**src/rtl/mult_arbiter.sv**
```systemverilog
// mult_arbiter: two-port arbiter and sequencer for the shared signed multi-cycle
// multiplier. It accepts one request at a time and pulses the multiplier start.
// It follows the multiplier busy window and returns the product to the winning
// port as a one-cycle response pulse.
// Build option: define MULT_ARB_RR_EN for round-robin arbitration. When it is
// undefined, arbitration is fixed priority and port 0 always wins.
module mult_arbiter #(
    parameter int WIDTH  = 16,
    parameter int SETTLE = 1
) (
    input  logic                      clk,
    input  logic                      reset,
    input  logic [1:0]                req_valid,
    input  logic signed [WIDTH-1:0]   req_a0,
    input  logic signed [WIDTH-1:0]   req_b0,
    input  logic signed [WIDTH-1:0]   req_a1,
    input  logic signed [WIDTH-1:0]   req_b1,
    output logic [1:0]                req_ready,
    output logic [1:0]                rsp_valid,
    output logic signed [2*WIDTH-1:0] rsp_data,
    output logic                      mult_execute,
    output logic signed [WIDTH-1:0]   mult_val1,
    output logic signed [WIDTH-1:0]   mult_val2,
    input  logic                      mult_busy,
    input  logic signed [2*WIDTH-1:0] mult_out
);

    typedef enum logic [2:0] {
        S_IDLE,
        S_ISSUE,
        S_WAIT_BUSY,
        S_RUN,
        S_SETTLE,
        S_DONE
    } state_t;

    // The cycle in which busy is first seen low counts as the first settle
    // cycle. The SETTLE state therefore covers only the remaining SETTLE-1
    // cycles, and the counter is loaded with SETTLE-2.
    localparam logic [7:0] SETTLE_LOAD = 8'((SETTLE > 2) ? (SETTLE - 2) : 0);

    state_t     state;
    state_t     state_next;
    logic       grant;
    logic       accept;
    logic       owner;
    logic [7:0] settle_cnt;

`ifdef MULT_ARB_RR_EN
    logic       rr_ptr;

    // Round-robin pointer: after every accept it points at the port that lost.
    always_ff @(posedge clk) begin
        if (reset) begin
            rr_ptr <= 1'b0;
        end else if (accept) begin
            rr_ptr <= ~grant;
        end
    end
`endif

    // Pick the winning port among the valid requesters.
    always_comb begin
        grant = 1'b0;
`ifdef MULT_ARB_RR_EN
        if (req_valid[rr_ptr]) begin
            grant = rr_ptr;
        end else begin
            grant = ~rr_ptr;
        end
`else
        if (!req_valid[0]) begin
            grant = 1'b1;
        end
`endif
    end

    // Accept only in IDLE. Ready is suppressed during reset so no requester
    // sees a handshake that the reset then discards.
    always_comb begin
        accept    = (state == S_IDLE) && !reset && (req_valid != 2'b00);
        req_ready = accept ? (2'b01 << grant) : 2'b00;
    end

    // Sequencer state register.
    always_ff @(posedge clk) begin
        if (reset) begin
            state <= S_IDLE;
        end else begin
            state <= state_next;
        end
    end

    // Sequencer next state: issue, wait for busy to rise, run until it falls,
    // settle, then return the product.
    always_comb begin
        state_next = state;
        case (state)
            S_IDLE:      if (accept) state_next = S_ISSUE;
            S_ISSUE:     state_next = S_WAIT_BUSY;
            S_WAIT_BUSY: if (mult_busy) state_next = S_RUN;
            S_RUN:       if (!mult_busy) state_next = (SETTLE > 1) ? S_SETTLE : S_DONE;
            S_SETTLE:    if (settle_cnt == 8'd0) state_next = S_DONE;
            S_DONE:      state_next = S_IDLE;
            default:     state_next = S_IDLE;
        endcase
    end

    // Latch the operands and the owner on accept. Start the multiplier in the
    // following cycle, which is the ISSUE state.
    always_ff @(posedge clk) begin
        if (reset) begin
            mult_execute <= 1'b0;
            mult_val1    <= '0;
            mult_val2    <= '0;
            owner        <= 1'b0;
        end else begin
            mult_execute <= accept;
            if (accept) begin
                owner     <= grant;
                mult_val1 <= grant ? req_a1 : req_a0;
                mult_val2 <= grant ? req_b1 : req_b0;
            end
        end
    end

    // Settle counter: loaded as busy falls, counted down inside SETTLE.
    always_ff @(posedge clk) begin
        if (reset) begin
            settle_cnt <= 8'd0;
        end else if (state == S_RUN && !mult_busy) begin
            settle_cnt <= SETTLE_LOAD;
        end else if (state == S_SETTLE && settle_cnt != 8'd0) begin
            settle_cnt <= settle_cnt - 8'd1;
        end
    end

    // Response: capture the product in DONE and pulse the owner's valid bit.
    always_ff @(posedge clk) begin
        if (reset) begin
            rsp_valid <= 2'b00;
            rsp_data  <= '0;
        end else begin
            rsp_valid <= 2'b00;
            if (state == S_DONE) begin
                rsp_data  <= mult_out;
                rsp_valid <= 2'b01 << owner;
            end
        end
    end

endmodule

```
**config.mk**
```make
export PLATFORM = sky130hd
export DESIGN_NAME = mult_arbiter
export DESIGN_NICKNAME = d
export VERILOG_FILES = /design/src/rtl/mult_arbiter.sv
export SDC_FILE = /design/constraint.sdc
export NUM_CORES = 1
export LEC_CHECK = 0
export CELL_PAD_IN_SITES_DETAIL_PLACEMENT = 0
export CELL_PAD_IN_SITES_GLOBAL_PLACEMENT = 1
export CORE_MARGIN = 2
export CORE_UTILIZATION = 28
export DETAILED_ROUTE_END_ITERATION = 12
export PLACE_DENSITY_LB_ADDON = 0.1
export SLEW_MARGIN = 40
export SYNTH_ARGS = -nofsm -noshare
export SYNTH_HDL_FRONTEND = slang
export SYNTH_SLANG_ARGS = --single-unit
```
**constraint.sdc**
```tcl
create_clock -name clk -period 2 [get_ports clk]
set_input_delay 0.4 -clock clk [delete_from_list [all_inputs] [get_ports clk]]
set_output_delay 0.4 -clock clk [all_outputs]
set_load 0.005 [all_outputs]
```
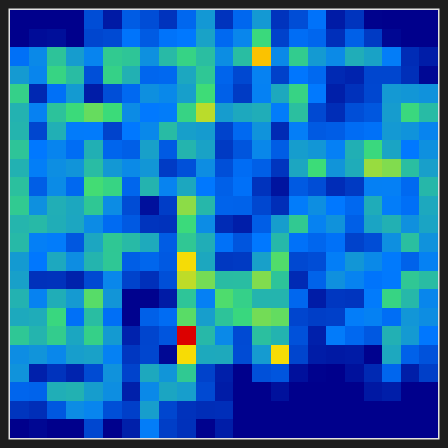
**Above:** routed metal per tile.
The die is cut into 23 by 23 equal tiles; dark blue is low, red is high, scaled to the fullest tile. Values are wire area over tile area, all layers added.
- nearly empty tiles: 11%
- tiles over half the peak: 4.0%
- fullest tile: 0.52
- mean over tiles: 0.13
- emptiest ninth of the die: lower right
Detailed Route WL: 9790 um
vias after detailed routing: 3266
gr usage total: 0.155
detailed-route wire length per cell: 14.3 um

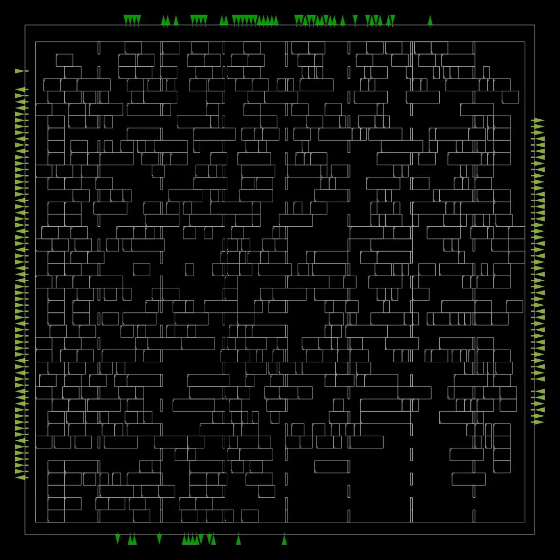
**Above:** placed standard cells.
Core Region: 11500 um^2
count of filler cells inserted in the layout: 1137
flop count: 79
cell row count: 39
inserted tap cell count: 143

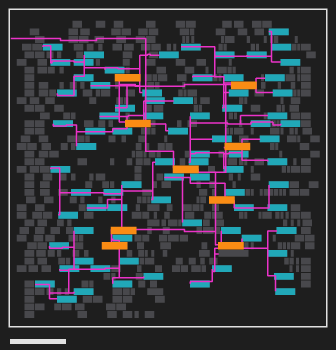
**Above:** clock wires, drivers and flops.
Scale bar: 20 um.
- flip-flops: cyan (count 79)
- clock wires: magenta (length 1070 um)
- clock-net drivers: orange (count 9)
- routed clock nets: 10

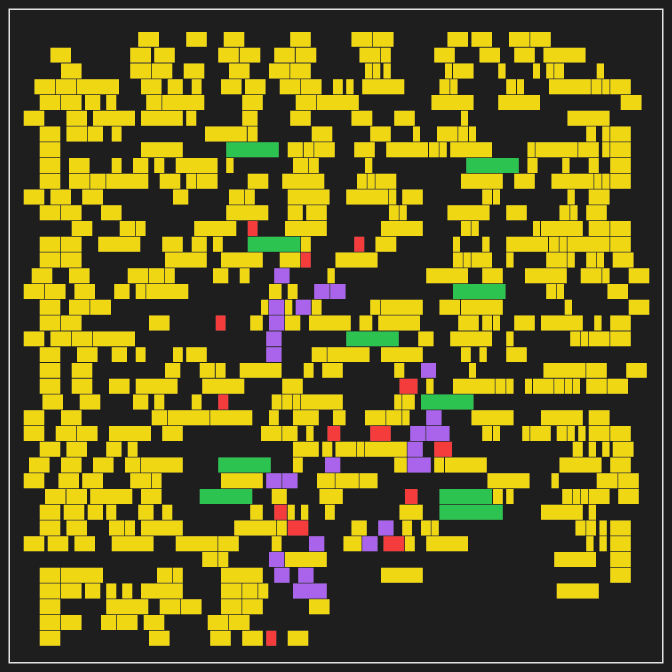
**Above:** sizing map.
- x6 and larger: green (cells 10)
- x2: red (cells 14)
- x1 and smaller: yellow (cells 494)
- x3 and x4: purple (cells 24)

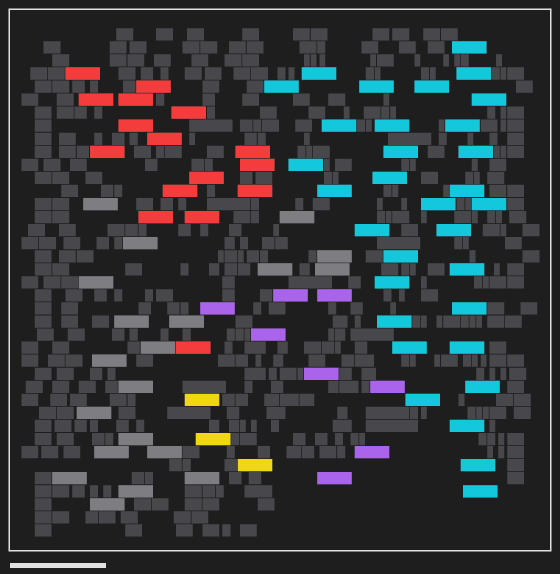
**Above:** where the registers sit.
Scale bar: 20 um. Other sequential cells in the stronger gray, the rest of the logic in the fainter gray.
- settle_cnt: purple (flops 8)
- rsp_data: cyan (flops 32)
- state: yellow (flops 3)
- mult_val1: red (flops 16)
sequential portion of the cell area: 0.290
power drawn by the sequential cells: 1790 uW
area occupied by registers: 1580 um^2
fin util: 0.475

==> summary.txt <==
Figures from the implementation reports.

- The run finished with clean final reports.
- The floorplan report gives the top-level pin count as 170.
- The most used flip-flop cell after synthesis is dfxtp_1.
- The fraction of synthesis flops using an asynchronous set or reset pin is 0.
- The switching power is 1100 uW.
- The type of destination of the critical path is an output pin.
- The count of input and output buffers reads 169.
- At the end of routability-driven placement, the weighted congestion stood at 0.712.
- Looking at area per cell type in the netlist, the leader is dfxtp_1.
- The count of cell types in the netlist is 34.
- The count of warnings emitted by yosys is 0.
- The horizontal extent of the die reads 113 um.
- The number of antenna diodes in the final layout is 0.
- The worst pin sits at a relative slew slack of 0.577.
- The data arrival at the endpoint of the critical path is 1510 ps.
- The level count of the clock H-tree reads 3.
- The dominant cell by count in the synthesized netlist is dfxtp_1.
- The post-route clock period utilization is 0.955.
- The remaining routing DRC violations is 0.
- The share of the Yosys chip area taken by registers is 0.480.
- The final layout net count reads 641.
- The flow reports an fmax of 0.523 GHz.
- The switching power as a share of total power reads 0.252.
- Of the post-synthesis cell area, the dominant cell type holds 0.480.
- The die extent in y reads 113 um.
- The number of buffers on the longest clock path is 2.
- The area overhead of the layout relative to synthesis is 65.3%.
[worst paths after layout]
path,end,startpoint,slack [ps],cells after the start
hold reg to reg,rsp_valid[0]$_SDFF_PP0_,owner$_SDFFE_PP0N_,450,1
setup / recovery,req_ready[0],req_valid[1],90,5
hold / removal,owner$_SDFFE_PP0N_,req_valid[0],420,3
setup reg to reg,settle_cnt[3]$_SDFFE_PP0P_,settle_cnt[0]$_SDFFE_PP0P_,190,6
[final cells by class]
type | count | area share
inverter | 4 | 0.00275
tap | 143 | 0.0328
timing repair buffer | 189 | 0.334
sequential | 79 | 0.290
clock inverter | 4 | 0.00872
multi-input combinational | 255 | 0.289
clock buffer | 11 | 0.0427
[stage by stage]
step           utilization  hold WS (ps)  cells  setup TNS [ps]  worst slack [ps]
6_report             0.475           419    685               0              89.8
5_1_grt              0.475           417    685               0              62.7
4_1_cts              0.476           407    685           -9.33             -9.33
3_5_place_dp         0.451           445    670            -546              -288
3_3_place_gp         0.451           441    670            -520              -285
2_1_floorplan            -           417    372               0               162
[power groups by stage]
stage	clock [uW]	combinational (uW)	sequential, uW
final	1570	989	1790
after global routing	1680	1080	1800
after CTS	1620	1010	1790
after detailed placement	0	1000	1820
after global placement	0	1000	1810
after floorplan	0	404	1820
[metal layers]
layer  GRT usage  part of all wire  vias up
li1            -                 -     1656
met4      0.0528             0.021        0
met3      0.0616             0.090       15
met2       0.239              0.42      136
met1       0.197              0.47     1459
met5           0                 0        -
[repair_timing]
item / in CTS / in global routing
cloned: 0 / 0
gates resized: 5 / 5
pin swaps: 0 / 0
setup endpoints to repair: 2 / 3
[worst max-delay path, stage by stage]
cell and delay [ps]:
clkdlybuf4s50_1 410, o21ba_4 220, and2_1 170, and3_1 170, buf_2 140
[sequential cells by signal, indices dropped and copies added (netlist names)]
name / flops
settle_cnt: 8
mult_execute: 1
mult_val1: 16
rsp_data: 32
owner: 1
state: 3
rsp_valid: 2
mult_val2: 16
[layout by cell type, fill, tap and decap left out, types with 2 or more instances in the layout]
| cell | netlist | layout |
|---|---|---|
| a211oi_1 | 34 | 34 |
| a21oi_1 | 71 | 71 |
| and3_1 | 2 | 2 |
| buf_2 | 8 | 3 |
| buf_4 | 0 | 20 |
| clkbuf_1 | 26 | 2 |
| clkbuf_16 | 0 | 9 |
| clkdlybuf4s50_1 | 0 | 165 |
| clkinv_2 | 0 | 2 |
| dfxtp_1 | 79 | 79 |
| ha_1 | 2 | 2 |
| inv_1 | 3 | 3 |
| mux2i_1 | 35 | 35 |
| nand2_1 | 68 | 68 |
| nand3_1 | 5 | 5 |
| nand3b_1 | 3 | 3 |
| nand4bb_1 | 2 | 2 |
| nor2_1 | 5 | 4 |
| nor3_1 | 3 | 3 |
| nor4_1 | 3 | 3 |
| o21ai_0 | 2 | 2 |
| o21ba_2 | 3 | 2 |
| or2_2 | 2 | 2 |
| or4_4 | 2 | 2 |
[cells by family (layout without fill, tap and decap cells)]
logic type / count (synthesis) / count (layout) / synth area share
muxes: 35 / 35 / 0.106
and+or+nand+nor: 102 / 102 / 0.146
AOI/OAI and AO/OA: 116 / 116 / 0.214
buffers and inverters: 38 / 208 / 0.0463
DFF: 79 / 79 / 0.480
adders and majority gates: 2 / 2 / 0.00759
Power and IR drop assume default switching activity.
